Fig. 1: run 1, clock wires, drivers and flops
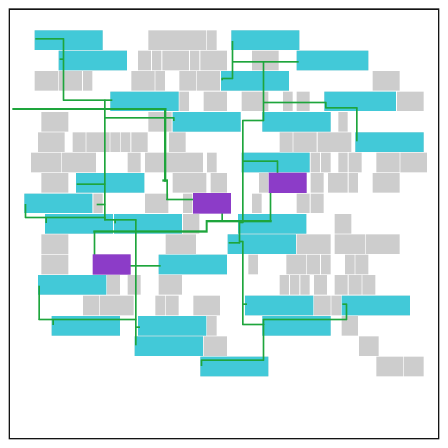
Fig. 2: run 1, cell placement
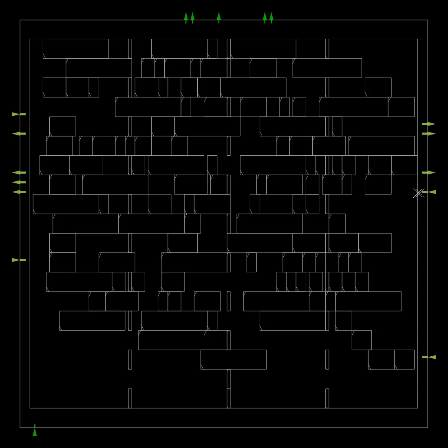
Fig. 3: run 1, routed metal, one color a layer
Scale bar: 20 um.
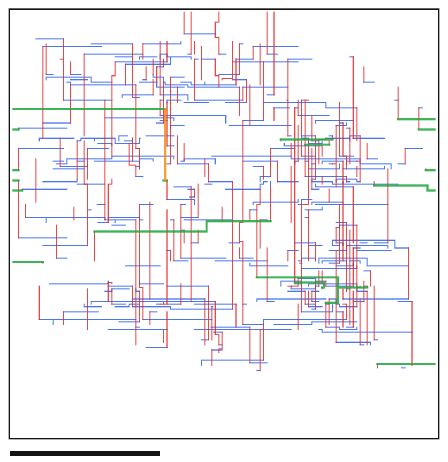
==> src/rtl/reset_boot_system.sv <==
// rtl/reset_boot_system.sv - reset sequencer with boot stretch, core reset and debounced button replay
//
// Purpose:
//   Stretches the asynchronous board reset into a CYCLES-long system reset,
//   issues CORE_RESET_CYCLES-long core-only resets on request, and replays the
//   full boot sequence on a debounced push-button press.
//
// Optional feature macro: RESET_BOOT_WATCHDOG_EN
//   When defined, a RUN-state watchdog replays the boot sequence if wdt_kick
//   is absent for WDT_CYCLES cycles, and sets the sticky wdt_expired flag.
//   When undefined, wdt_kick is ignored and wdt_expired is tied low.
//
// Ports:
//   clk            in   system clock, rising edge
//   reset_n        in   asynchronous active-low reset
//   btn_i          in   raw asynchronous push-button, high = reset request
//   core_reset_req in   single-cycle core-only reset request
//   wdt_kick       in   watchdog service pulse
//   reset_o        out  active-high system reset
//   reset_core     out  active-high core reset
//   boot_done      out  high once the first boot sequence completes
//   reset_count    out  saturating count of accepted button resets
//   wdt_expired    out  sticky watchdog-timeout flag

module reset_boot_system #(
  parameter int CYCLES            = 20,
  parameter int CORE_RESET_CYCLES = 20,
  parameter int SYNC_STAGES       = 2,
  parameter int DEBOUNCE_CYCLES   = 16,
  parameter int WDT_CYCLES        = 1000000
) (
  input  logic       clk,
  input  logic       reset_n,
  input  logic       btn_i,
  input  logic       core_reset_req,
  input  logic       wdt_kick,
  output logic       reset_o,
  output logic       reset_core,
  output logic       boot_done,
  output logic [7:0] reset_count,
  output logic       wdt_expired
);

  localparam int MAX_CYC = (CYCLES > CORE_RESET_CYCLES) ? CYCLES : CORE_RESET_CYCLES;
  localparam int CNT_W   = $clog2(MAX_CYC + 1);
  localparam int DB_W    = $clog2(DEBOUNCE_CYCLES + 1);

  typedef enum logic [1:0] {
    S_BOOT = 2'd0,
    S_RUN  = 2'd1,
    S_CORE = 2'd2
  } state_t;

  state_t             r_state;
  state_t             w_next_state;
  logic [CNT_W-1:0]   r_cnt;
  logic [CNT_W-1:0]   w_next_cnt;
  logic               w_boot_fin;

  logic [SYNC_STAGES-1:0] r_sync;
  logic                   w_btn_sync;
  logic                   r_db_level;
  logic [DB_W-1:0]        r_db_cnt;
  logic                   w_btn_event;
  logic                   w_wdt_fire;

  logic       r_reset_o;
  logic       r_reset_core;
  logic       r_boot_done;
  logic [7:0] r_reset_count;

  // Button synchronizer; resets to the released level.
  always_ff @(posedge clk or negedge reset_n) begin
    if (!reset_n) begin
      r_sync <= '0;
    end else begin
      r_sync <= {r_sync[SYNC_STAGES-2:0], btn_i};
    end
  end

  assign w_btn_sync = r_sync[SYNC_STAGES-1];

  // Debounce: the accepted level follows the synchronized level only after
  // DEBOUNCE_CYCLES consecutive cycles of disagreement; agreement clears the run.
  always_ff @(posedge clk or negedge reset_n) begin
    if (!reset_n) begin
      r_db_level <= 1'b0;
      r_db_cnt   <= '0;
    end else if (w_btn_sync != r_db_level) begin
      if (r_db_cnt == DB_W'(DEBOUNCE_CYCLES - 1)) begin
        r_db_level <= w_btn_sync;
        r_db_cnt   <= '0;
      end else begin
        r_db_cnt <= r_db_cnt + 1'b1;
      end
    end else begin
      r_db_cnt <= '0;
    end
  end

  // Fires on the same edge the debounced level rises, so a held button
  // yields exactly one event.
  assign w_btn_event = w_btn_sync & ~r_db_level & (r_db_cnt == DB_W'(DEBOUNCE_CYCLES - 1));

`ifdef RESET_BOOT_WATCHDOG_EN
  localparam int WDT_W = $clog2(WDT_CYCLES + 1);

  logic [WDT_W-1:0] r_wdt_cnt;
  logic             r_wdt_expired;

  assign w_wdt_fire = (r_state == S_RUN) && !wdt_kick && (r_wdt_cnt == WDT_W'(WDT_CYCLES - 1));

  // Counter only runs in RUN; a button event on the same edge takes
  // precedence, so the expiry is not recorded then.
  always_ff @(posedge clk or negedge reset_n) begin
    if (!reset_n) begin
      r_wdt_cnt     <= '0;
      r_wdt_expired <= 1'b0;
    end else begin
      if ((r_state != S_RUN) || wdt_kick || w_wdt_fire || w_btn_event) begin
        r_wdt_cnt <= '0;
      end else begin
        r_wdt_cnt <= r_wdt_cnt + 1'b1;
      end
      if (w_wdt_fire && !w_btn_event) begin
        r_wdt_expired <= 1'b1;
      end
    end
  end

  assign wdt_expired = r_wdt_expired;
`else
  logic w_unused_wdt;

  assign w_unused_wdt = wdt_kick | (WDT_CYCLES == 0);
  assign w_wdt_fire   = 1'b0;
  assign wdt_expired  = 1'b0;
`endif

  // Next-state logic; priority is button event, then watchdog, then core request.
  always_comb begin
    w_next_state = r_state;
    w_next_cnt   = r_cnt;
    w_boot_fin   = 1'b0;
    if (w_btn_event || w_wdt_fire) begin
      w_next_state = S_BOOT;
      w_next_cnt   = '0;
    end else begin
      case (r_state)
        S_BOOT: begin
          if (r_cnt == CNT_W'(CYCLES - 1)) begin
            w_next_state = S_RUN;
            w_next_cnt   = '0;
            w_boot_fin   = 1'b1;
          end else begin
            w_next_cnt = r_cnt + 1'b1;
          end
        end
        S_RUN: begin
          if (core_reset_req) begin
            w_next_state = S_CORE;
            w_next_cnt   = '0;
          end
        end
        S_CORE: begin
          if (core_reset_req) begin
            w_next_cnt = '0;
          end else if (r_cnt == CNT_W'(CORE_RESET_CYCLES - 1)) begin
            w_next_state = S_RUN;
            w_next_cnt   = '0;
          end else begin
            w_next_cnt = r_cnt + 1'b1;
          end
        end
        default: begin
          w_next_state = S_BOOT;
          w_next_cnt   = '0;
        end
      endcase
    end
  end

  // State register; outputs are registered from the next state so they
  // change on the same edge as the state.
  always_ff @(posedge clk or negedge reset_n) begin
    if (!reset_n) begin
      r_state       <= S_BOOT;
      r_cnt         <= '0;
      r_reset_o     <= 1'b1;
      r_reset_core  <= 1'b1;
      r_boot_done   <= 1'b0;
      r_reset_count <= 8'd0;
    end else begin
      r_state      <= w_next_state;
      r_cnt        <= w_next_cnt;
      r_reset_o    <= (w_next_state == S_BOOT);
      r_reset_core <= (w_next_state != S_RUN);
      if (w_boot_fin) begin
        r_boot_done <= 1'b1;
      end
      if (w_btn_event && (r_reset_count != 8'hFF)) begin
        r_reset_count <= r_reset_count + 8'd1;
      end
    end
  end

  assign reset_o     = r_reset_o;
  assign reset_core  = r_reset_core;
  assign boot_done   = r_boot_done;
  assign reset_count = r_reset_count;

endmodule

==> config.mk <==
export PLATFORM = sky130hd
export DESIGN_NAME = reset_boot_system
export DESIGN_NICKNAME = d
export VERILOG_FILES = /design/src/rtl/reset_boot_system.sv
export SDC_FILE = /design/constraint.sdc
export NUM_CORES = 1
export LEC_CHECK = 0
export ABC_CLOCK_PERIOD_IN_PS = 1950
export CORE_MARGIN = 1
export CORE_UTILIZATION = 40
export CTS_BUF_LIST = sky130_fd_sc_hd__clkbuf_8
export DETAILED_ROUTE_END_ITERATION = 7
export HOLD_SLACK_MARGIN = 0.05
export PLACE_DENSITY = 0.71
export SYNTH_ARGS = -nofsm -noshare
export SYNTH_HDL_FRONTEND = slang
export SYNTH_SLANG_ARGS = --single-unit
==> constraint.sdc <==
create_clock -name clk -period 1.95 [get_ports clk]
set_input_delay 0.39 -clock clk [delete_from_list [all_inputs] [get_ports clk]]
set_output_delay 0.39 -clock clk [all_outputs]
set_load 0.005 [all_outputs]
==> Slide: Implementation Results, run 1 <==
Implementation Results

Setup path
  – R2R depth: 5
  – Critical path class: register to register
  – CP max stage cell: and4b_1
  – Worst-path fanout max: 7
  – CP Data Required Time: between 2 and 2.5 ns
  – CP Capture Type: register
  – Critical path's largest stage delay: slightly below 0.4 ns
  – Critical register-to-register path startpoint: r_db_cnt[0]
  – Startpoint type of the worst setup path: register
  – Critical path buffer and inverter count: 0
  – Origin of the worst setup path: r_db_cnt[0]
  – RR Endpoint: reset_count[7]
  – Crit path cell chain: ha_1, and4b_1, o211ai_4, nor4_4, xor2_1
  – Worst path top cell family by delay: simple AND/OR/NAND/NOR gates
  – Crit. path cell count: 5
  – CP Capture Point: reset_count[7]
  – Critical Path AT: 1.89 ns
  – Worst reg2reg setup slack: roughly 0.25 ns

Detailed routing
  – Metal-1 WL: approximately 960 um
  – Max Used Layer: met4
  – DRC: 2
  – Starting DRT DRC Count: 27
  – Final ANT Viol Nets: 0
  – Vias: 846
  – Metal3 WL: 111 um
  – Vias per inst: around 5.4
  – Pre-Repair DR Iteration Count: 6
  – Met2 Wirelength: about 940 um

Status
  – Outcome: finished with violations
  – Failing checks: design-rule violations

Synth
  – Yosys reg bits: 26
  – Synth warn: 0
  – Synth top cell by count: dfrtp_1
  – Ys cells: 110
  – Cell type with the largest total area: dfrtp_1
  – Ys async rst share: 100%
  – Mapped cell area: roughly 1200 sq um
  – Dominant register cell: dfrtp_1
  – Top cell area share: a little under 50%
  – Register area share after synthesis: a little over half
  – Mapped Nets: 119
  – Yosys stat chip area: around 1200 sq um
  – Synth area leaders: dfrtp_1 (50%), dfstp_2 (4.3%), xor2_1 (4.3%)
  – Mapped Avg Cell Area: 11.0 sq um
  – Synth cell count leaders: dfrtp_1 (24), nor2_1 (12), nand2_1 (10)
  – Flip-flops with a built-in enable: 0
  – Synth unique cells: 36
  – Post-Synthesis Cells: 110

Power and ir drop
  – Comb pwr: roughly 0.26 mW
  – Register share of total power: a little under three fifths
  – Top pwr grp: registers
  – Leakage Power: between 0.6 and 0.7 nW
  – Sw frac: between 20 and 30%
  – Combinational share of power: 20.5%
  – Switching Power: ~0.36 mW
  – Power Sequential: slightly below 0.7 mW
  – Internal: around 0.89 mW
  – Worst ir drop on vdd: between 0.5 and 0.6 mV
  – Total power: ~1.3 mW
  – PwrDens: 881 nW/um^2

CTS
  – Post-cts resize count: 0
  – H-tree Lvls: 1
  – Post-CTS Setup Bufs: 0
  – Cts bufs inserted: 3
  – CTS Hold Bufs: 0
  – CTS Buffer Depth: 2
  – CTS tree: built
  – CTS clk-pin slew, worst paths: about 0.08 ns
  – TritonCTS Sinks: 26
  – Root buf cell: clkbuf_8

GRT
  – Met3 Use GR: around 5.4%
  – Top Usage Layer GRT: met2
  – First-pass GRT wire length: about 3500 um
  – Congestion Overflow GR: 0
  – Largest net degree at the start of global routing: 27
  – Routing usage on met2: roughly 22%
  – Met1 usage: approximately 18%
  – Vias in the first global route: 800
  – Initial antenna violation count: 0

Timing
  – Final Hold Viols: 0
  – Final Cycle Share: around 87%
  – Final max-slew violation count: 0
  – Post-route setup TNS: 0 ns
  – RSZ-0062 raised after global routing: no
  – Minimum clock period: around 1.7 ns
  – Setup slack after layout: about 0.25 ns
  – Setup violations, final: 0
  – Fmax: ~590 MHz

Cells and area
  – Clk tree area frac: between 3 and 4%
  – Share of cells above drive strength 1: approximately a tenth
  – Comb/total area: roughly 37%
  – #MultiIn Comb: ~77
  – Signal buffers: 15
  – Signal buf overhead: about a tenth
  – Commonest Layout Cell: dfrtp_1
  – Area Growth Syn to Fin: 17.2%
  – Number of flip-flops in the largest register: 8
  – Largest cell class by area: sequential cells
  – Flop area: ~650 sq um
  – CLK BUF: 3
  – Final nets: 136
  – Final core occ: approximately half
  – Most frequent cells in the layout: dfrtp_1 (24), clkdlybuf4s50_1 (14), nor2_1 (12)
  – ANT cells: 0
  – Seq/total area: 46.0%
  – Non-clk invs: 4
  – Combinational gate area: around 520 sq um

Floorplan
  – Core area: 2810 sq um
  – Ports: 17
  – Die X: between 50 and 60 um
  – Row count: 19
  – Floorplan core density: a little over two fifths
  – Die Span Y: ~57 um
  – Die ar.: 3260 sq um

Place
  – GP Congestion: between 0.8 and 0.9
  – Post-DP HPWL: 1460 um
  – Dpl cells: about 150
  – Dpl ws: 0.238 ns
  – Port Buffers: 14

Hold path
  – Worst Hold Launch: r_sync[0]
  – Hold Path Class: register to register
  – Hold Path Sink: r_sync[1]
  – Hold path depth: 0

Run
  – Tool Warnings: 27
  – Maxcap violations: 0
Notes on Fig. 1 above:
[cells driving clock nets] purple | count: 3
[flip-flops] cyan | count: 26
[clock wires] green | length: 294 um
routed clock nets	4
flops lie	all over the die
Latency at later pin: 0.26 ns
P_clk: 0.300 mW
Clock power frac: 24.0%
Fin Clk Skew: 0.00171 ns

Notes on Fig. 2 above:
# fillers: 245
sequential cells: 26
final non-filler cell total: 157
num tapcells: 31

Notes on Fig. 3 above:
layer	color	wire length
met1	blue	955 um
met4	orange	9.50 um
met3	green	112 um
met2	red	940 um
Routed WL: 2020 um
Tot GR Track Use: 14.0%
drt wl/cell: 12.8 um

## run 1: cell families after synthesis
group | Yosys count | synth area share, %
flip-flops | 26 | 53.9
AND/OR/NAND/NOR | 47 | 21.6
AND-OR/OR-AND | 14 | 8.67
multiplexers | 2 | 1.86
XOR/XNOR | 9 | 6.50
adder cells (fa/ha/maj) | 4 | 4.13
other | 1 | 0.309
buffers and inverters | 7 | 3.10
## run 1: stage by stage
| step | hold slack, ns | cell area [sq um] |
|---|---|---|
| floorplan | 0.0944 | 1210 |
| global placement | 0.337 | 1380 |
| detailed placement | 0.335 | 1380 |
| CTS | 0.355 | 1420 |
| global route | 0.381 | 1420 |
| finish | 0.353 | 1420 |
==> run 2, diff against run 1 <==
Settings changed: DONT_BUFFER_PORTS set to 1, PLACE_DENSITY 0.71 to 0.63.
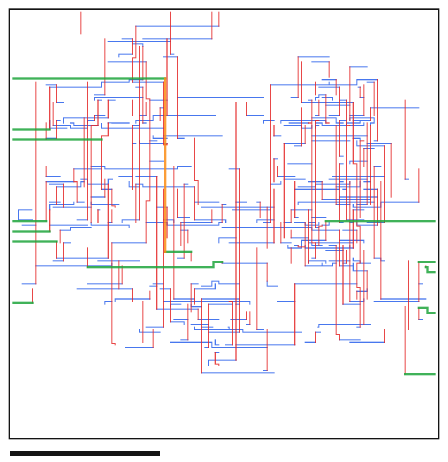
Fig. 4. Routed metal, one color a layer (run 2).
Scale bar: 20 um.
layer	color	wire length
met2	red	988 um
met3	green	101 um
met1	blue	846 um
met4	orange	23.1 um

==> Slide: Implementation Results, run 2 <==
Implementation Results

Status
  – Outcome: finished with violations
  – Failing checks: design-rule violations

Power and ir drop
  – Internal: 0.912 mW (+2.3%)
  – Top pwr grp: registers
  – P_clk: 0.333 mW (+11%)
  – Combinational share of power: 18.1% (-2.4 points)
  – Clock power frac: 26.4% (+2.4 points)
  – PwrDens: 960 nW/um^2 (+9.0%)
  – Sw frac: 27.7% (-1.1 points)
  – Worst ir drop on vdd: 0.509 mV (-5.4%)
  – Total power: 1.26 mW (+0.71%)
  – Register share of total power: 55.5% (about the same)
  – Comb pwr: 0.229 mW (-11%)
  – Power Sequential: 0.700 mW (+0.6%)
  – Leakage Power: 0.613 nW (-6.3%)
  – Switching Power: 0.349 mW (-3.3%)

CTS
  – H-tree Lvls: 1 (unchanged)
  – TritonCTS Sinks: 26 (unchanged)
  – Cts bufs inserted: 3 (unchanged)
  – Post-cts resize count: 0 (unchanged)
  – Post-CTS Setup Bufs: 0 (unchanged)
  – CTS tree: built
  – Root buf cell: clkbuf_8
  – CTS Buffer Depth: 2 (unchanged)
  – CTS Hold Bufs: 2 (+2)
  – Latency at later pin: 0.26 ns (about the same)
  – CTS clk-pin slew, worst paths: 0.08 ns (about the same)

Place
  – Dpl ws: 0.304 ns (+0.0653 ns)
  – Post-DP HPWL: 1380 um (-5.3%)
  – Placed inst area: 1230 sq um (-11%)
  – Dpl cells: 138 (-9.8%)
  – GP Congestion: 0.789 (-5.6%)

GRT
  – Tot GR Track Use: 14.0% (+0.056 points)
  – Largest net degree at the start of global routing: 27 (unchanged)
  – First-pass GRT wire length: 3440 um (-1.6%)
  – Vias in the first global route: 768 (-4.0%)
  – Initial antenna violation count: 0 (unchanged)
  – Congestion Overflow GR: 0 (unchanged)

Setup path
  – Critical path buffer and inverter count: 0 (unchanged)
  – Critical register-to-register path startpoint: r_db_cnt[0]
  – CP max stage cell: dfrtp_1
  – Worst reg2reg setup slack: 0.30 ns (+0.04 ns)
  – Crit path cell chain: ha_1, and4b_1, o211ai_4, nor4_4, xor2_1
  – Critical Path AT: 1.84 ns (-0.05 ns)
  – CP Capture Type: register
  – RR Endpoint: reset_count[7]
  – Worst path top cell family by delay: simple AND/OR/NAND/NOR gates
  – Critical path's largest stage delay: 0.37 ns (-0.02 ns)
  – CP Capture Point: reset_count[7]
  – CP Data Required Time: 2.14 ns (about the same)
  – R2R depth: 5 (unchanged)
  – Origin of the worst setup path: r_db_cnt[0]
  – Startpoint type of the worst setup path: register
  – Crit. path cell count: 5 (unchanged)
  – Worst-path fanout max: 7 (unchanged)

Cells and area
  – Final nets: 123 (-9.6%)
  – Combinational gate area: 522 sq um (unchanged)
  – Final core occ: 46.8% (-3.8 points)
  – # fillers: 274 (+12%)
  – ANT cells: 0 (unchanged)
  – CLK BUF: 4 (+1)
  – Comb/total area: 39.7% (+3.0 points)
  – Clk tree area frac: 4.19% (+1.0 points)
  – Flop area: 653 sq um (unchanged)
  – #MultiIn Comb: 77 (unchanged)
  – Seq/total area: 49.7% (+3.8 points)
  – Area Growth Syn to Fin: 8.36%
  – Signal buffers: 2 (-13)
  – Commonest Layout Cell: dfrtp_1
  – Final non-filler cell total: 144 (-8.3%)
  – Post-route cell area: 1310 sq um (-7.6%)
  – Largest cell class by area: sequential cells
  – Sequential cells: 26 (unchanged)
  – Signal buf overhead: 2.29% (-8.1 points)
  – Share of cells above drive strength 1: 11.5% (+2.0 points)
  – Number of flip-flops in the largest register: 8 (unchanged)
  – Most frequent cells in the layout: dfrtp_1 (24), nor2_1 (12), nand2_1 (10)

Detailed routing
  – Drt wl/cell: 13.6 um (+5.9%)
  – Final ANT Viol Nets: 0 (unchanged)
  – Vias: 792 (-6.4%)
  – Routed WL: 1960 um (-2.9%)
  – Pre-Repair DR Iteration Count: 6 (unchanged)
  – DRC: 5 (+3)
  – Vias per inst: 5.50 (+2.1%)
  – Starting DRT DRC Count: 27 (unchanged)

Synth
  – Flip-flops with a built-in enable: 0 (unchanged)
  – Synth unique cells: 36 (unchanged)
  – Yosys stat chip area: 1210 sq um (unchanged)
  – Register area share after synthesis: 53.9% (unchanged)
  – Cell type with the largest total area: dfrtp_1
  – Synth top cell by count: dfrtp_1
  – Yosys reg bits: 26 (unchanged)
  – Top cell area share: 49.5% (unchanged)
  – Ys async rst share: 100% (unchanged)
  – Dominant register cell: dfrtp_1
  – Mapped Avg Cell Area: 11.0 sq um (unchanged)
  – Ys cells: 110 (unchanged)
  – Synth cell count leaders: dfrtp_1 (24), nor2_1 (12), nand2_1 (10)
  – Synth warn: 0 (unchanged)
  – Mapped cell area: 1210 sq um (unchanged)
  – Synth area leaders: dfrtp_1 (50%), dfstp_2 (4.3%), xor2_1 (4.3%)

Timing
  – Post-route setup TNS: 0 ns (unchanged)
  – Final Hold Viols: 0 (unchanged)
  – Fin Clk Skew: 0.00744 ns (+0.00573 ns)
  – RSZ-0062 raised after global routing: no
  – Worst Hold Slack: 0.154 ns (-0.199 ns)
  – Fmax: 605 MHz (+2.6%)
  – Final max-slew violation count: 0 (unchanged)
  – Setup violations, final: 0 (unchanged)
  – Final Cycle Share: 84.7% (-2.2 points)
  – Setup slack after layout: 0.297 ns (+0.0438 ns)

Floorplan
  – Core area: 2810 sq um (unchanged)
  – Die Span Y: 57.1 um (unchanged)
  – Num tapcells: 31 (unchanged)
  – Die X: 57.1 um (unchanged)
  – Row count: 19 (unchanged)
  – Die ar.: 3260 sq um (unchanged)
  – Floorplan core density: 43.2% (unchanged)

Run
  – Tool Warnings: 27 (unchanged)
  – Maxcap violations: 0 (unchanged)

Hold path
  – Hold path depth: 0 (unchanged)
  – Hold Path Class: primary input to register
  – Worst Hold Launch: btn_i
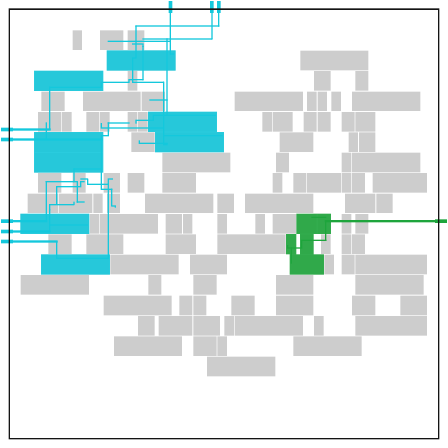
Fig. 5. Nets reached from selected ports (run 2).
port	color	bits	direction	edge	end cells	buffers	wire
reset_count	cyan	8	output	5 left, 3 top	8	0	244 um
core_reset_req	green	1	input	right	5	0	27.3 um
Ports: 17
Port Buffers: 0

[run 2: worst reg2reg max path, stage by stage (launching register included)]
cell and delay, ns:
dfrtp_1 0.37, ha_1 0.20, and4b_1 0.37, o211ai_4 0.18, nor4_4 0.29, xor2_1 0.17
[run 2: routing by layer]
| metal | global-route usage (%) | vias up | part of all wire [%] |
|---|---|---|---|
| met5 | 0 | - | 0 |
| met4 | 4.18 | 0 | 1.2 |
| met3 | 5.67 | 2 | 5.2 |
| met2 | 24.7 | 15 | 50 |
| met1 | 15.5 | 389 | 43 |
| li1 | - | 386 | - |
[run 2: cell families after synthesis]
family	synth area share (%)
flip-flops	53.9
AND-OR/OR-AND	8.67
buffers and inverters	3.10
XOR/XNOR	6.50
multiplexers	1.86
AND/OR/NAND/NOR	21.6
adder cells (fa/ha/maj)	4.13
other	0.309
Power and IR drop assume default switching activity.
